Figure 1. Met1 routing (run 1).
Supply wires on this layer in gray.
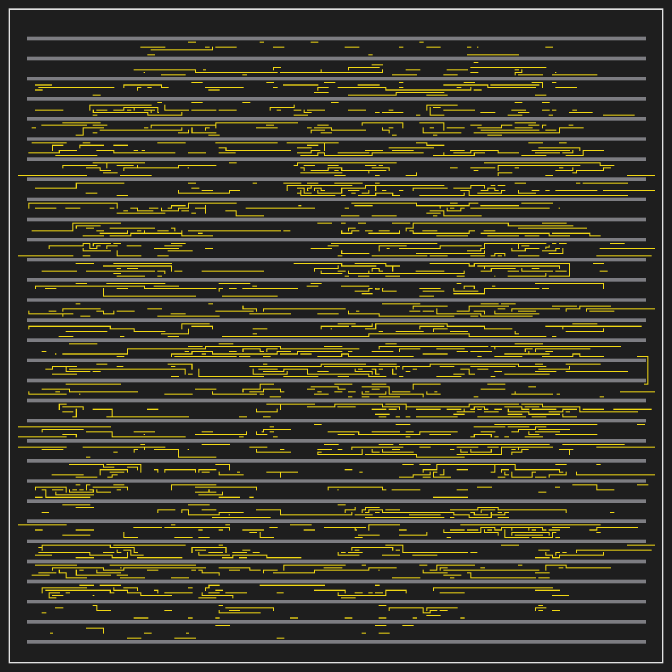
Figure 2. Routing congestion map (run 1).
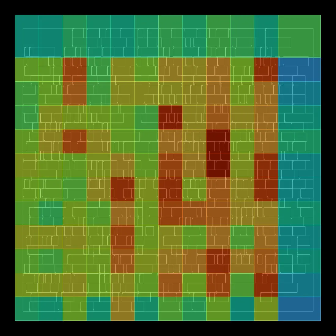
Figure 3. Metal 4 (run 1).
The bar under the picture is 20 um long. Supply wires on this layer in gray.
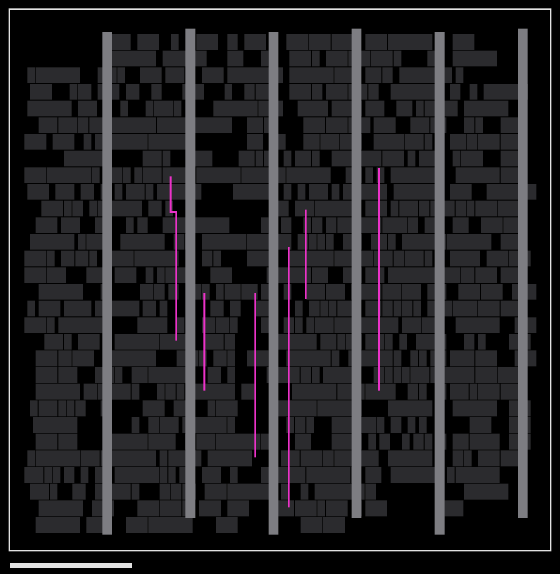
## config.mk

```make
export PLATFORM = sky130hd
export DESIGN_NAME = hamming_enc_sched
export DESIGN_NICKNAME = d
export VERILOG_FILES = /design/src/rtl/hamming_enc_sched.sv
export SDC_FILE = /design/constraint.sdc
export NUM_CORES = 1
export LEC_CHECK = 0
export CAP_MARGIN = 25
export CORE_MARGIN = 2
export CORE_UTILIZATION = 53
export DETAILED_ROUTE_END_ITERATION = 16
export HOLD_SLACK_MARGIN = 0.1
export PLACE_DENSITY = 0.87
export SLEW_MARGIN = 20
export SYNTH_ARGS = -nofsm -noshare
export SYNTH_HDL_FRONTEND = slang
export SYNTH_SLANG_ARGS = --single-unit
```

## constraint.sdc

```tcl
create_clock -name clk -period 6.05 [get_ports clk]
set_clock_uncertainty 0.1 [all_clocks]
set_input_delay 0.9075 -clock clk [delete_from_list [all_inputs] [get_ports clk]]
set_output_delay 0.9075 -clock clk [all_outputs]
set_load 0.005 [all_outputs]
```

## src/rtl/hamming_enc_sched.sv

```systemverilog
// Two-source round-robin scheduler for one shared Hamming(21,16) encoder with a 2-entry tagged output queue.
// Optional even overall parity on out_code[21] when HAMMING_SECDED_PARITY_EN is defined.
module hamming_precompute (
  input  logic [15:0] m,
  output logic [20:0] y
);
  logic [20:0] d;
  // Data bits occupy the non-power-of-two positions (1-based); parity slots left 0 here
  assign d = {m[15:11], 1'b0, m[10:4], 1'b0, m[3:1], 1'b0, m[0], 2'b00};
  always_comb begin
    y     = d;
    y[0]  = ^(d & 21'h155555);
    y[1]  = ^(d & 21'h066666);
    y[3]  = ^(d & 21'h187878);
    y[7]  = ^(d & 21'h007F80);
    y[15] = ^(d & 21'h1F8000);
  end
endmodule

module hamming_enc_sched #(
  parameter int CNT_W = 16
) (
  input  logic             clk,
  input  logic             rst,
  input  logic             in0_valid,
  input  logic [15:0]      in0_data,
  output logic             in0_ready,
  input  logic             in1_valid,
  input  logic [15:0]      in1_data,
  output logic             in1_ready,
  output logic             out_valid,
  output logic [21:0]      out_code,
  output logic             out_src,
  input  logic             out_ready,
  output logic [CNT_W-1:0] cnt0,
  output logic [CNT_W-1:0] cnt1
);
  typedef enum logic [1:0] {EMPTY, ONE, FULL} occ_t;
  typedef struct packed {
    logic        src;
    logic [21:0] code;
  } q_ent_t;

  occ_t        occ;
  logic        rr_ptr;
  q_ent_t      head, tail, new_ent;
  logic        sel, full, push, pop;
  logic [15:0] enc_m;
  logic [20:0] enc_y;

  // sel is the source that would win this cycle; idle cycles point at rr_ptr
  always_comb begin
    if (in0_valid && in1_valid) sel = rr_ptr;
    else if (in1_valid)         sel = 1'b1;
    else if (in0_valid)         sel = 1'b0;
    else                        sel = rr_ptr;
  end

  assign full      = (occ == FULL);
  assign in0_ready = !full && !sel;
  assign in1_ready = !full &&  sel;
  assign push      = (in0_ready && in0_valid) || (in1_ready && in1_valid);
  assign out_valid = (occ != EMPTY);
  assign pop       = out_valid && out_ready;
  assign enc_m     = sel ? in1_data : in0_data;

  hamming_precompute u_enc (.m(enc_m), .y(enc_y));

  always_comb begin
    new_ent.src  = sel;
`ifdef HAMMING_SECDED_PARITY_EN
    new_ent.code = {^enc_y, enc_y};
`else
    new_ent.code = {1'b0, enc_y};
`endif
  end

  assign out_code = head.code;
  assign out_src  = head.src;

  always_ff @(posedge clk) begin
    if (rst) begin
      occ    <= EMPTY;
      rr_ptr <= 1'b0;
      cnt0   <= '0;
      cnt1   <= '0;
      head   <= '0;
      tail   <= '0;
    end else begin
      if (push) begin
        rr_ptr <= ~sel;
        if (sel) cnt1 <= cnt1 + 1'b1;
        else     cnt0 <= cnt0 + 1'b1;
      end
      case (occ)
        EMPTY: if (push) begin
          head <= new_ent;
          occ  <= ONE;
        end
        ONE: begin
          if (push && pop) head <= new_ent;
          else if (push) begin
            tail <= new_ent;
            occ  <= FULL;
          end else if (pop) occ <= EMPTY;
        end
        FULL: if (pop) begin
          head <= tail;
          occ  <= ONE;
        end
        default: occ <= EMPTY;
      endcase
    end
  end
endmodule

```

==> qor_table.md, run 1 <==
| Metric | This run |
|:---|:---|
| Most instantiated logic cell after routing | sky130_fd_sc_hd__nor2_1 |
| Clock edge transition at the registers on the reported setup and hold paths | 0.08 ns |
| Reported sequential group power | 579 uW |
| Remaining design rule violation count | 0 |
| Global-route layer with the greatest usage | met2 |
| Part of the cycle the worst path needs | 65.6% |
| Final critical-path required period | 3.97 ns |
| Number of max-slew violations in the final report | 0 |
| Switching share of power | 28.3% |
| Area fraction in compound gates | 11.3% |
| Count of clock tree sinks | 79 |
| Share of total power in the clock network | 29.7% |
| Startpoint of the tightest hold check path | tail[4] |
| Initial antenna violation count | 0 |
| Outcome | finished clean |
| Net load switching power | 358 uW |
| Cell count along the critical path | 5 |
| Sequential cell area | 1580 um2 |
| Clock tree from TritonCTS | yes |
| Stage-log warning count | 26 |
| Routed met3 length | 538 um |
| Transition time of the tightest slew-check pin | 0.828 ns |
| Count of mapped cells out of synthesis | 443 |
| Highest-power group | registers |
| Amount of wire on met2 after detailed routing | 4.17 mm |
| Highest layer used for signal routing | met4 |
| Combinational logic power | 309 uW |
| Number of clock buffers in the layout | 9 |
| YS chip area | 3750 um2 |
| NonClk Buf Share | 19.8% |
| Largest buffer count on any clock path | 2 |
| Core region area | 6830 um2 |
| Reported leakage power | 1.83 nW |
| Number of top-level design ports | 95 |
| Max-cap violation count | 0 |
| CP max FO | 20 |
| Cell chain of the critical path | clkdlybuf4s50_1 > inv_2 > maj3_2 > and2_1 > clkdlybuf4s50_1 |
| First-pass iteration count of the detailed router | 4 |
| Worst Setup Path Type | primary input to output port |
| Share of cell area taken by muxes after synthesis | 7.13% |
About Figure 1:
nets with wire on the layer: 498
wire length on this layer: 3820 um
share of all routed wire: 44%
GRT met1 Usage: 28.6%
total length of routed wires: 8.69 mm
number of vias in the routed layout: 3284

About Figure 2:
final core utilization: 71.9%
wire length per cell: 13.9 um

About Figure 3:
longest straight run: 42.2 um
wire length on this layer: 162 um
main direction: vertical
share of all routed wire: 1.9%

Figure 4. Cell classes on the final placement (run 1).
The bar under the picture is 20 um long. Fill, decap, tap and diode cells in gray.
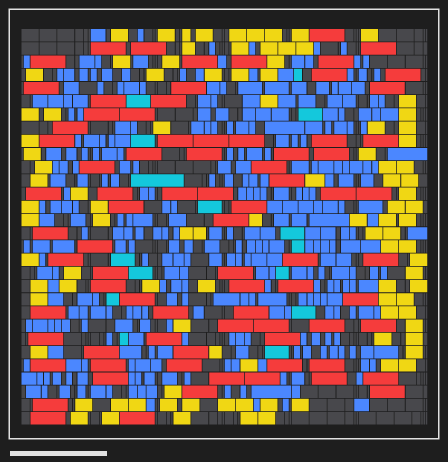

==> run 2: changes to the inputs <==
Settings changed: CORE_UTILIZATION 53 to 49, PLACE_DENSITY 0.87 to 0.82.
Clock period 6.05 ns to 4 ns, I/O delays scaled along.
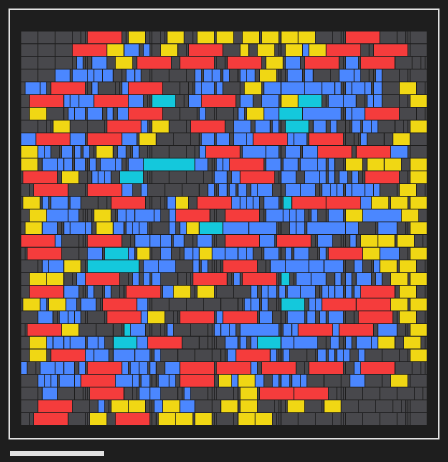
Figure 5: run 2, cell classes on the final placement.
The bar under the picture is 20 um long. Fill, decap, tap and diode cells in gray.
legend:
  blue:
    class: remaining logic cells
    cells: 336
    share_of_their_area: 43%
  red:
    class: registers
    cells: 79
    share_of_their_area: 33%
  cyan:
    class: clock drivers and dummy loads
    cells: 15
    share_of_their_area: 4.4%
  yellow:
    class: remaining buffers and delay cells
    cells: 98
    share_of_their_area: 20%
final core utilization: 67.3%
core region area: 7330 um2
Non-Filler Cell Area, Final: 4930 um2

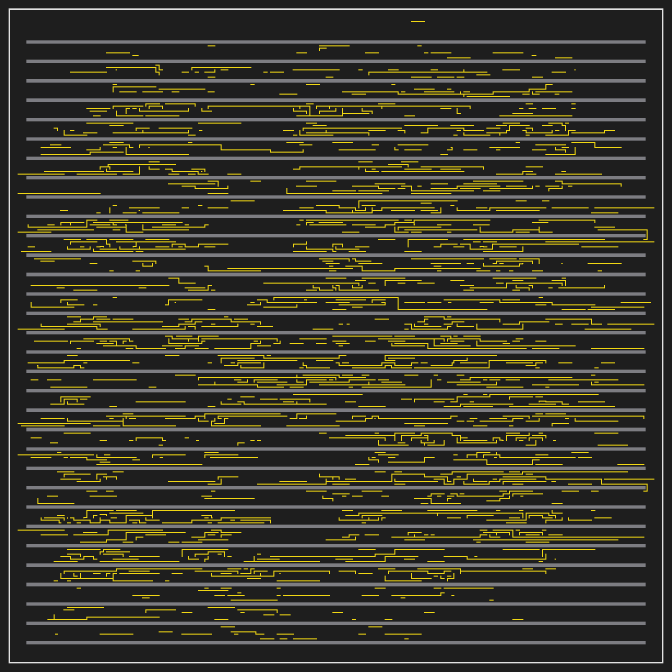
Figure 6: run 2, met1 routing.
Supply wires on this layer in gray.
main direction: horizontal
share of all routed wire: 45%
nets with wire on the layer: 497
wire length on this layer: 3930 um

==> run 2 against run 1 <==
Effect of this change:
- final area rose by 0.43%
- power increased by 57%
- cell count increased by 0.32%
- sequential share of layout area shrank 0.14 points
- sequential power rose by 51%
- worst hold slack improved by 0.0037 ns
- die size is 7.8% higher
- setup slack worse by 1.5 ns
- clock-buffer cell count is 2 higher
- synthesized cell count unchanged
- largest cell class unchanged
- highest routed layer unchanged
==> qor_table.md, run 2 <==
| Metric | This run | Change |
|:---|:---|:---|
| Most instantiated logic cell after routing | sky130_fd_sc_hd__nor2_1 |  |
| Area fraction in compound gates | 11.3% | unchanged |
| Wire length per cell | 13.9 um | +0.35% |
| Reported sequential group power | 875 uW | +51% |
| Routed met3 length | 553 um | +2.8% |
| Remaining design rule violation count | 0 | unchanged |
| Switching share of power | 26.9% | -1.4 points |
| Share of cell area taken by muxes after synthesis | 7.13% | unchanged |
| Initial antenna violation count | 0 | unchanged |
| Largest buffer count on any clock path | 2 | unchanged |
| Highest-power group | registers |  |
| Number of top-level design ports | 95 | unchanged |
| Outcome | finished clean |  |
| Combinational logic power | 464 uW | +50% |
| Net load switching power | 534 uW | +49% |
| Number of max-slew violations in the final report | 0 | unchanged |
| Share of total power in the clock network | 32.5% | +2.8 points |
| Part of the cycle the worst path needs | 84.5% |  |
| Transition time of the tightest slew-check pin | 0.876 ns | +0.0480 ns |
| Startpoint of the tightest hold check path | tail[12] |  |
| Count of mapped cells out of synthesis | 443 | unchanged |
| Worst Setup Path Type | primary input to output port |  |
| Global-route layer with the greatest usage | met2 |  |
| GRT met1 Usage | 26.8% | -1.8 points |
Figure 7. Local utilization (run 2).
9 x 9 tiles, from white (low) to dark blue (high), 0 to 100% covered.
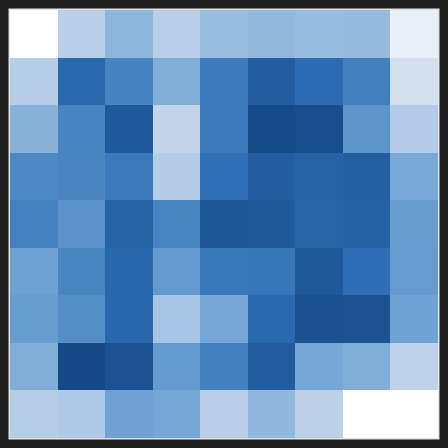

==> run 3: changes to the inputs <==
Settings changed: CORE_UTILIZATION 49 to 44, PLACE_DENSITY 0.82 to 0.78.
Clock period 4 ns to 3 ns, I/O delays scaled along.
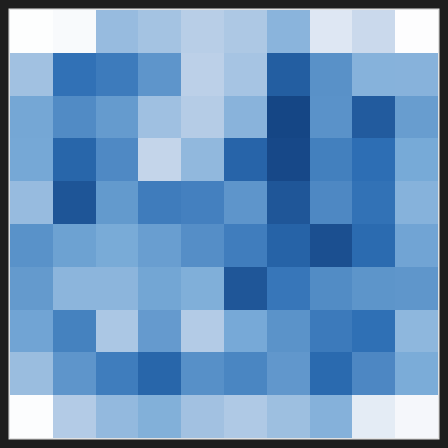
Figure 8: run 3, local utilization.
10 x 10 tiles, from white (low) to dark blue (high), 0 to 100% covered.
tiles over 75% full: 14%
fullest tile: 91%
mean over tiles: 53%
nearly empty tiles: 3.0%

==> run 3 against run 2 <==
Effect of this change:
- non-clock buffer count grew 13
- sequential power grew 34%
- largest cell class unchanged
- critical endpoint is now in0_ready
- final area grew 2.1%
- worst hold slack got worse by 0.0023 ns
==> qor_table.md, run 3 <==
| Metric | This run | Change |
|:---|:---|:---|
| Wire length per cell | 14.3 um | +2.6% |
| Initial antenna violation count | 0 | unchanged |
| Yosys warning total | 0 |  |
| Switching share of power | 27.7% | +0.77 points |
| Share of cell area taken by muxes after synthesis | 7.13% | unchanged |
| Most instantiated logic cell after routing | sky130_fd_sc_hd__nor2_1 |  |
| Net load switching power | 740 uW | +39% |
| Number of max-slew violations in the final report | 0 | unchanged |
| Startpoint of the tightest hold check path | out_code[0] |  |
| Worst Setup Path Type | primary input to output port |  |
| Routed met3 length | 487 um | -12% |
| Reported sequential group power | 1.17 mW | +34% |
| GRT met1 Usage | 24.9% | -1.9 points |
| Combinational logic power | 645 uW | +39% |
| Non-Filler Cell Area, Final | 5040 um2 | +2.1% |
| Area fraction in compound gates | 11.3% | unchanged |
| Part of the cycle the worst path needs | 94.8% |  |
| End of the worst hold path | out_code[0] |  |
| Largest buffer count on any clock path | 2 | unchanged |
| Outcome | finished clean |  |
| Global-route layer with the greatest usage | met2 |  |
| Transition time of the tightest slew-check pin | 0.873 ns | -0.00231 ns |
| Remaining design rule violation count | 0 | unchanged |
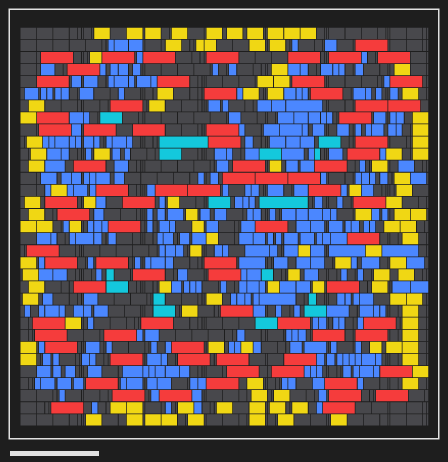
Figure 9: run 3, cell classes on the final placement.
The bar under the picture is 20 um long. Fill, decap, tap and diode cells in gray.
legend:
  cyan:
    class: clock drivers and dummy loads
    cells: 16
    share_of_their_area: 4.3%
  blue:
    class: remaining logic cells
    cells: 336
    share_of_their_area: 42%
  red:
    class: registers
    cells: 79
    share_of_their_area: 32%
  yellow:
    class: remaining buffers and delay cells
    cells: 111
    share_of_their_area: 22%
core region area: 8260 um2
final core utilization: 61.0%

Power is estimated from default activity; no workload was simulated.
